==> src/rtl/gfx_pkg.sv <==
// gfx_pkg: types and default widths shared by the graphics pipeline blocks
// (line rasteriser, framebuffer writer).
//   line_state_t  - rasteriser FSM states
//   DEF_X_W       - default x coordinate width
//   DEF_Y_W       - default y coordinate width
//   DEF_COLOR_W   - default colour word width
package gfx_pkg;

    typedef enum logic [1:0] {
        IDLE  = 2'd0,
        SETUP = 2'd1,
        DRAW  = 2'd2
    } line_state_t;

    localparam int DEF_X_W     = 8;
    localparam int DEF_Y_W     = 7;
    localparam int DEF_COLOR_W = 3;

endpackage

==> src/rtl/draw_line_bres_if.sv <==
// draw_line_bres_if: command and pixel-stream bundle of the line rasteriser.
//   cmd_*   - line command, valid/ready (master -> slave)
//   px_*    - pixel stream, valid/ready (slave -> master)
//   busy    - rasteriser is working on a line
// master modport: command source / pixel sink side.
// slave modport:  the rasteriser.
interface draw_line_bres_if
    import gfx_pkg::*;
#(
    parameter int X_W     = DEF_X_W,
    parameter int Y_W     = DEF_Y_W,
    parameter int COLOR_W = DEF_COLOR_W
) ();

    logic               cmd_valid;
    logic               cmd_ready;
    logic [X_W-1:0]     cmd_x0;
    logic [X_W-1:0]     cmd_x1;
    logic [Y_W-1:0]     cmd_y0;
    logic [Y_W-1:0]     cmd_y1;
    logic [COLOR_W-1:0] cmd_color;

    logic               px_valid;
    logic               px_ready;
    logic [X_W-1:0]     px_x;
    logic [Y_W-1:0]     px_y;
    logic [COLOR_W-1:0] px_color;
    logic               px_last;

    logic               busy;

    modport master (
        output cmd_valid, cmd_x0, cmd_x1, cmd_y0, cmd_y1, cmd_color, px_ready,
        input  cmd_ready, px_valid, px_x, px_y, px_color, px_last, busy
    );

    modport slave (
        input  cmd_valid, cmd_x0, cmd_x1, cmd_y0, cmd_y1, cmd_color, px_ready,
        output cmd_ready, px_valid, px_x, px_y, px_color, px_last, busy
    );

endinterface

==> src/rtl/draw_line_bres.sv <==
// draw_line_bres: Bresenham line rasteriser, all octants, one pixel per cycle
// with valid/ready backpressure on the pixel stream.
//   clk  - rising-edge clock
//   rst  - synchronous active-high reset
//   bus  - draw_line_bres_if.slave: cmd_* command in, px_* pixels out, busy
module draw_line_bres
    import gfx_pkg::*;
#(
    parameter int X_W     = DEF_X_W,
    parameter int Y_W     = DEF_Y_W,
    parameter int COLOR_W = DEF_COLOR_W
) (
    input  logic            clk,
    input  logic            rst,
    draw_line_bres_if.slave bus
);

    localparam int W = (X_W > Y_W) ? X_W : Y_W;

    line_state_t state, state_nxt;

    logic [X_W-1:0]     x0, x1, cx;
    logic [Y_W-1:0]     y0, y1, cy;
    logic [COLOR_W-1:0] color;
    logic [W-1:0]       dx, dy;
    logic [W-1:0]       setup_dx, setup_dy;
    logic               sx, sy;
    logic signed [W+1:0] err, err_nxt;
    logic signed [W+2:0] e2, dx_ext, dy_ext;
    logic               step_x, step_y, at_end, cmd_fire, px_fire;

    assign setup_dx = (x1 >= x0) ? W'(x1 - x0) : W'(x0 - x1);
    assign setup_dy = (y1 >= y0) ? W'(y1 - y0) : W'(y0 - y1);

    assign e2     = {err, 1'b0};
    assign dx_ext = {3'b000, dx};
    assign dy_ext = {3'b000, dy};
    // Both step decisions come from the same e2 so diagonal moves are atomic.
    assign step_x = (e2 >= -dy_ext);
    assign step_y = (e2 <= dx_ext);

    always_comb begin
        err_nxt = err;
        if (step_x) err_nxt = err_nxt - $signed({2'b00, dy});
        if (step_y) err_nxt = err_nxt + $signed({2'b00, dx});
    end

    assign at_end   = (cx == x1) && (cy == y1);
    assign cmd_fire = bus.cmd_valid && bus.cmd_ready;
    assign px_fire  = bus.px_valid && bus.px_ready;

    always_ff @(posedge clk) begin
        if (rst) state <= IDLE;
        else     state <= state_nxt;
    end

    always_comb begin
        state_nxt     = state;
        bus.cmd_ready = 1'b0;
        bus.px_valid  = 1'b0;
        bus.px_last   = 1'b0;
        bus.busy      = 1'b0;
        unique case (state)
            IDLE: begin
                // Held low during reset so nothing is accepted on the reset edge.
                bus.cmd_ready = !rst;
                if (cmd_fire) state_nxt = SETUP;
            end
            SETUP: begin
                bus.busy  = 1'b1;
                state_nxt = DRAW;
            end
            DRAW: begin
                bus.busy     = 1'b1;
                bus.px_valid = 1'b1;
                bus.px_last  = at_end;
                if (px_fire && at_end) state_nxt = IDLE;
            end
            default: state_nxt = IDLE;
        endcase
    end

    always_ff @(posedge clk) begin
        if (rst) begin
            x0    <= '0;
            x1    <= '0;
            y0    <= '0;
            y1    <= '0;
            color <= '0;
            dx    <= '0;
            dy    <= '0;
            sx    <= 1'b0;
            sy    <= 1'b0;
            err   <= '0;
            cx    <= '0;
            cy    <= '0;
        end else begin
            if (cmd_fire) begin
                x0    <= bus.cmd_x0;
                x1    <= bus.cmd_x1;
                y0    <= bus.cmd_y0;
                y1    <= bus.cmd_y1;
                color <= bus.cmd_color;
            end
            if (state == SETUP) begin
                dx  <= setup_dx;
                dy  <= setup_dy;
                sx  <= (x1 < x0);
                sy  <= (y1 < y0);
                err <= $signed({2'b00, setup_dx}) - $signed({2'b00, setup_dy});
                cx  <= x0;
                cy  <= y0;
            end
            if (state == DRAW && px_fire && !at_end) begin
                err <= err_nxt;
                if (step_x) cx <= sx ? cx - X_W'(1) : cx + X_W'(1);
                if (step_y) cy <= sy ? cy - Y_W'(1) : cy + Y_W'(1);
            end
        end
    end

    assign bus.px_x     = cx;
    assign bus.px_y     = cy;
    assign bus.px_color = color;

endmodule

==> src/flat_wrapper.sv <==
// flat-port wrapper written by rule: the top's interface ports become plain ports
module draw_line_bres_flat import gfx_pkg::*;
#(
    parameter int X_W     = DEF_X_W,
    parameter int Y_W     = DEF_Y_W,
    parameter int COLOR_W = DEF_COLOR_W
)
  (clk, rst, bus_cmd_valid, bus_cmd_x0, bus_cmd_x1, bus_cmd_y0, bus_cmd_y1, bus_cmd_color, bus_px_ready, bus_cmd_ready, bus_px_valid, bus_px_x, bus_px_y, bus_px_color, bus_px_last, bus_busy);
  draw_line_bres_if #(.X_W(X_W), .Y_W(Y_W), .COLOR_W(COLOR_W)) bus_i ();
  input  logic clk;
  input  logic rst;
  input wire logic [$bits(bus_i.cmd_valid)-1:0] bus_cmd_valid;
  input wire logic [$bits(bus_i.cmd_x0)-1:0] bus_cmd_x0;
  input wire logic [$bits(bus_i.cmd_x1)-1:0] bus_cmd_x1;
  input wire logic [$bits(bus_i.cmd_y0)-1:0] bus_cmd_y0;
  input wire logic [$bits(bus_i.cmd_y1)-1:0] bus_cmd_y1;
  input wire logic [$bits(bus_i.cmd_color)-1:0] bus_cmd_color;
  input wire logic [$bits(bus_i.px_ready)-1:0] bus_px_ready;
  output wire logic [$bits(bus_i.cmd_ready)-1:0] bus_cmd_ready;
  output wire logic [$bits(bus_i.px_valid)-1:0] bus_px_valid;
  output wire logic [$bits(bus_i.px_x)-1:0] bus_px_x;
  output wire logic [$bits(bus_i.px_y)-1:0] bus_px_y;
  output wire logic [$bits(bus_i.px_color)-1:0] bus_px_color;
  output wire logic [$bits(bus_i.px_last)-1:0] bus_px_last;
  output wire logic [$bits(bus_i.busy)-1:0] bus_busy;
  assign bus_i.cmd_valid = bus_cmd_valid;
  assign bus_i.cmd_x0 = bus_cmd_x0;
  assign bus_i.cmd_x1 = bus_cmd_x1;
  assign bus_i.cmd_y0 = bus_cmd_y0;
  assign bus_i.cmd_y1 = bus_cmd_y1;
  assign bus_i.cmd_color = bus_cmd_color;
  assign bus_i.px_ready = bus_px_ready;
  assign bus_cmd_ready = bus_i.cmd_ready;
  assign bus_px_valid = bus_i.px_valid;
  assign bus_px_x = bus_i.px_x;
  assign bus_px_y = bus_i.px_y;
  assign bus_px_color = bus_i.px_color;
  assign bus_px_last = bus_i.px_last;
  assign bus_busy = bus_i.busy;
  draw_line_bres #(.X_W(X_W), .Y_W(Y_W), .COLOR_W(COLOR_W)) u_core (.clk(clk), .rst(rst), .bus(bus_i));
endmodule
==> config.mk <==
export PLATFORM = sky130hd
export DESIGN_NAME = draw_line_bres_flat
export DESIGN_NICKNAME = d
export VERILOG_FILES = /design/src/rtl/gfx_pkg.sv /design/src/rtl/draw_line_bres_if.sv /design/src/rtl/draw_line_bres.sv /design/src/flat_wrapper.sv
export SDC_FILE = /design/constraint.sdc
export NUM_CORES = 1
export LEC_CHECK = 0
export CAP_MARGIN = 0
export CORE_ASPECT_RATIO = 0.5
export CORE_UTILIZATION = 30
export DETAILED_ROUTE_END_ITERATION = 6
export PLACE_DENSITY = 0.52
export SYNTH_ARGS = -nofsm -noshare
export SYNTH_HDL_FRONTEND = slang
export SYNTH_SLANG_ARGS = --single-unit
==> constraint.sdc <==
create_clock -name clk -period 5.4 [get_ports clk]
set_input_delay 1.08 -clock clk [delete_from_list [all_inputs] [get_ports clk]]
set_output_delay 1.08 -clock clk [all_outputs]
set_load 0.02 [all_outputs]
==> flow_results.xml <==
<?xml version="1.0" encoding="UTF-8"?>
<metrics>
  <group name="setup_path">
    <metric name="cell_repeated_most_along_the_worst_path" unit="">ha_1</metric>
    <metric name="critical_path_class" unit="">register to register</metric>
    <metric name="r2r_end" unit="">u_core.err[7]</metric>
    <metric name="r2r_cells" unit="">19</metric>
    <metric name="worstPathCellList" unit="">inv_1 &gt; ha_1 &gt; nand4_1 &gt; nor3_1 &gt; ha_1 &gt; a21o_1 &gt; a2111oi_1 &gt; a32oi_1 &gt; buf_4 &gt; mux2i_1 &gt; inv_1 &gt; ha_1 &gt; a21o_1 &gt; a21oi_1 &gt; nor2_1 &gt; or4_1 &gt; and3_1 &gt; or3_1 &gt; a311oi_1</metric>
    <metric name="worstSetupEndpointType" unit="">register</metric>
    <metric name="critPathSlowestCell" unit="">or4_1</metric>
    <metric name="crit_family" unit="">simple AND/OR/NAND/NOR gates</metric>
    <metric name="required" unit="ps">5660</metric>
    <metric name="critical_path_depth" unit="">19</metric>
    <metric name="slowest_delay" unit="ps">480</metric>
    <metric name="reg2reg_slack" unit="ps">600</metric>
  </group>
  <group name="synthesis">
    <metric name="synth_flops" unit="">78</metric>
    <metric name="synth.cells.most_frequent" unit="">ha_1 (87), nand2_1 (81), dfxtp_1 (78)</metric>
    <metric name="syn_nets" unit="">949</metric>
    <metric name="dominantRegCellSynth" unit="">dfxtp_1</metric>
    <metric name="yosys_instances" unit="">816</metric>
    <metric name="yosys-mux-area-fraction" unit="%">5.55</metric>
    <metric name="mappedNetlistArea" unit="sq mm">0.00660</metric>
    <metric name="ys_async_sr_fraction" unit="%">0</metric>
    <metric name="yosysUniqueCellTypes" unit="">66</metric>
    <metric name="synth_adder_area_share" unit="%">19.2</metric>
    <metric name="ys_sh_aoi" unit="%">20.8</metric>
    <metric name="average_size_of_a_mapped_cell" unit="sq um">8.09</metric>
    <metric name="number_of_standard_cells_after_synthesis" unit="">816</metric>
    <metric name="logic_family" unit="">AND-OR/OR-AND gates</metric>
    <metric name="top_area_cell" unit="">dfxtp_1</metric>
    <metric name="synth_top_area_share" unit="%">23.7</metric>
  </group>
  <group name="global_route">
    <metric name="grt.overflow.total" unit="">0</metric>
    <metric name="met2_track_usage_gr" unit="%">26.9</metric>
    <metric name="grt_util_met1" unit="%">23.9</metric>
    <metric name="antenna_violations_before_repair" unit="">0</metric>
    <metric name="grt_start_max_net_pins" unit="">59</metric>
    <metric name="first_global_vias" unit="">5505</metric>
  </group>
  <group name="clock_network">
    <metric name="tritoncts.num_buffers" unit="">9</metric>
    <metric name="clockBufferDepth" unit="">2</metric>
    <metric name="ctsHtreeMaxLevel" unit="">3</metric>
    <metric name="clk_latency" unit="ps">340</metric>
    <metric name="clock_sink_count" unit="">78</metric>
    <metric name="cts.repair.resized" unit="">0</metric>
  </group>
  <group name="die">
    <metric name="tap_cells" unit="">292</metric>
    <metric name="die_width" unit="um">212</metric>
    <metric name="initCoreUtil" unit="%">31.3</metric>
    <metric name="floorplan.io_pins" unit="">59</metric>
    <metric name="floorplan.die.height" unit="um">107</metric>
  </group>
  <group name="route">
    <metric name="ant_nets" unit="">0</metric>
    <metric name="drt_pass1_iterations" unit="">5</metric>
    <metric name="met2_wirelength" unit="um">8040</metric>
    <metric name="post-route-drc-count" unit="">0</metric>
    <metric name="m1WireLength" unit="um">9690</metric>
    <metric name="vias_per_cell" unit="">5.03</metric>
  </group>
  <group name="timing">
    <metric name="setup_viol_count_final" unit="">0</metric>
    <metric name="postLayoutSetupSlackWorst" unit="ps">602</metric>
    <metric name="minimum_clock_period_after_layout" unit="ps">4800</metric>
    <metric name="slew_at_the_pin_closest_to_its_max_slew_limit" unit="ps">738</metric>
    <metric name="finalClockSkew" unit="ps">11.3</metric>
    <metric name="relSlewSlack" unit="%">50.8</metric>
    <metric name="timing.setup.tns" unit="ps">0</metric>
    <metric name="layout_worst_path_cycle_share" unit="%">88.9</metric>
  </group>
  <group name="final_layout">
    <metric name="tally_of_clock_buffers_in_the_finished_layout" unit="">9</metric>
    <metric name="seq_area" unit="sq mm">0.00156</metric>
    <metric name="comb-cell-share" unit="%">59.6</metric>
    <metric name="antennaDiodeCount" unit="">0</metric>
    <metric name="signal_buffer_area_fraction" unit="%">7.89</metric>
    <metric name="seqAreaFraction" unit="%">20.1</metric>
    <metric name="post_route_cells_drive_above_1_share" unit="%">4.31</metric>
    <metric name="sequential_cell_total" unit="">78</metric>
    <metric name="layout.area.top_class" unit="">combinational gates</metric>
    <metric name="design.final.nets" unit="">988</metric>
    <metric name="clkCellAreaFrac" unit="%">4.03</metric>
    <metric name="final_layout_top_logic_cell" unit="">ha_1</metric>
    <metric name="synthToLayoutAreaGrowth" unit="%">17.6</metric>
    <metric name="fin_cells" unit="">1151</metric>
  </group>
  <group name="placed_design">
    <metric name="gp_routability_congestion" unit="">0.883</metric>
    <metric name="place.detailed.instances" unit="">1136</metric>
    <metric name="buffer_ports.inserted" unit="">58</metric>
    <metric name="dp_hpwl" unit="um">14500</metric>
    <metric name="place_ws" unit="ps">636</metric>
    <metric name="dpl-instance-area" unit="sq mm">0.00745</metric>
  </group>
  <group name="worst_hold_path">
    <metric name="holdCritPathClass" unit="">register to register</metric>
    <metric name="worst_hold_path.endpoint" unit="">u_core.bus.px_color[1]</metric>
    <metric name="whs_path_depth" unit="">2</metric>
  </group>
  <group name="job">
    <metric name="maxCapViolations" unit="">0</metric>
    <metric name="openroad.warnings" unit="">44</metric>
  </group>
  <group name="run_status">
    <metric name="outcome" unit="">finished clean</metric>
  </group>
  <group name="power_and_ir_drop">
    <metric name="post-layout-total-power" unit="mW">5.90</metric>
    <metric name="leakagePower" unit="nW">3.25</metric>
    <metric name="worst_ir_drop_vdd" unit="mV">0.279</metric>
  </group>
</metrics>
==> state kept, by name, indices dropped and copies added, names as in the netlist, 3 cells and up <==
signal / count
u_core.bus.px_x: 8
u_core.x0: 8
u_core.y1: 7
u_core.dx: 8
u_core.bus.px_color: 3
u_core.err: 10
u_core.x1: 8
u_core.y0: 7
u_core.dy: 8
u_core.bus.px_y: 7
==> worst reg2reg max path, delay by kind of cell, from the launching register on <==
family	cells	cell delay, ps
AOI/OAI and AO/OA	6	1380
adders and majority gates	3	800
buffers and inverters	3	420
DFF	1	310
muxes	1	320
and+or+nand+nor	6	1510
==> power breakdown <==
part	internal (mW)	switching, mW	total (mW)	leakage [nW]
sequential	0.726	0.192	0.918	0.639
clock	0.402	0.256	0.658	0.144
combinational	1.89	2.43	4.32	2.47
**Wiring by layer**

Bar = 50 um.
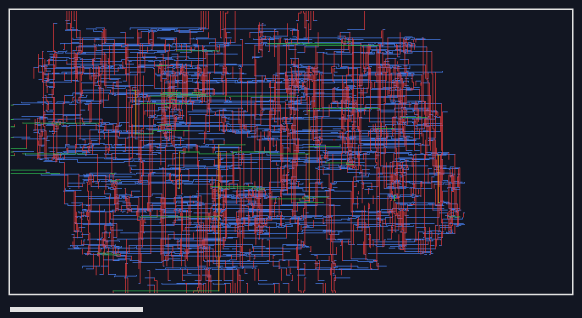
metal 4 -> orange  # wire length 137 um
metal 2 -> red  # wire length 8040 um
metal 3 -> green  # wire length 590 um
metal 1 -> blue  # wire length 9690 um
Routed wire per std cell: 16.0 um
Vias: 5792
sum of routed wire length over all layers: 18500 um
total global routing track utilization: 16.7%

**Cell sizes after repair**

Bar = 50 um.
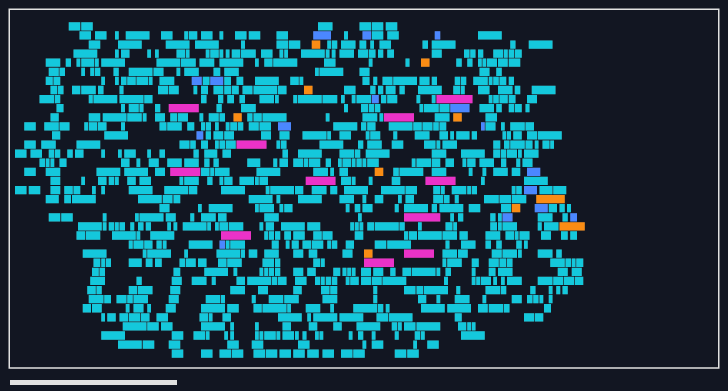
_2 cells -> blue  # cells 16, most used mux2_2
_6 and larger -> magenta  # cells 11, most used clkbuf_16
_3 and _4 cells -> orange  # cells 10, most used buf_4
_0 and _1 cells -> cyan  # cells 822, most used ha_1

Power and IR drop assume default switching activity.
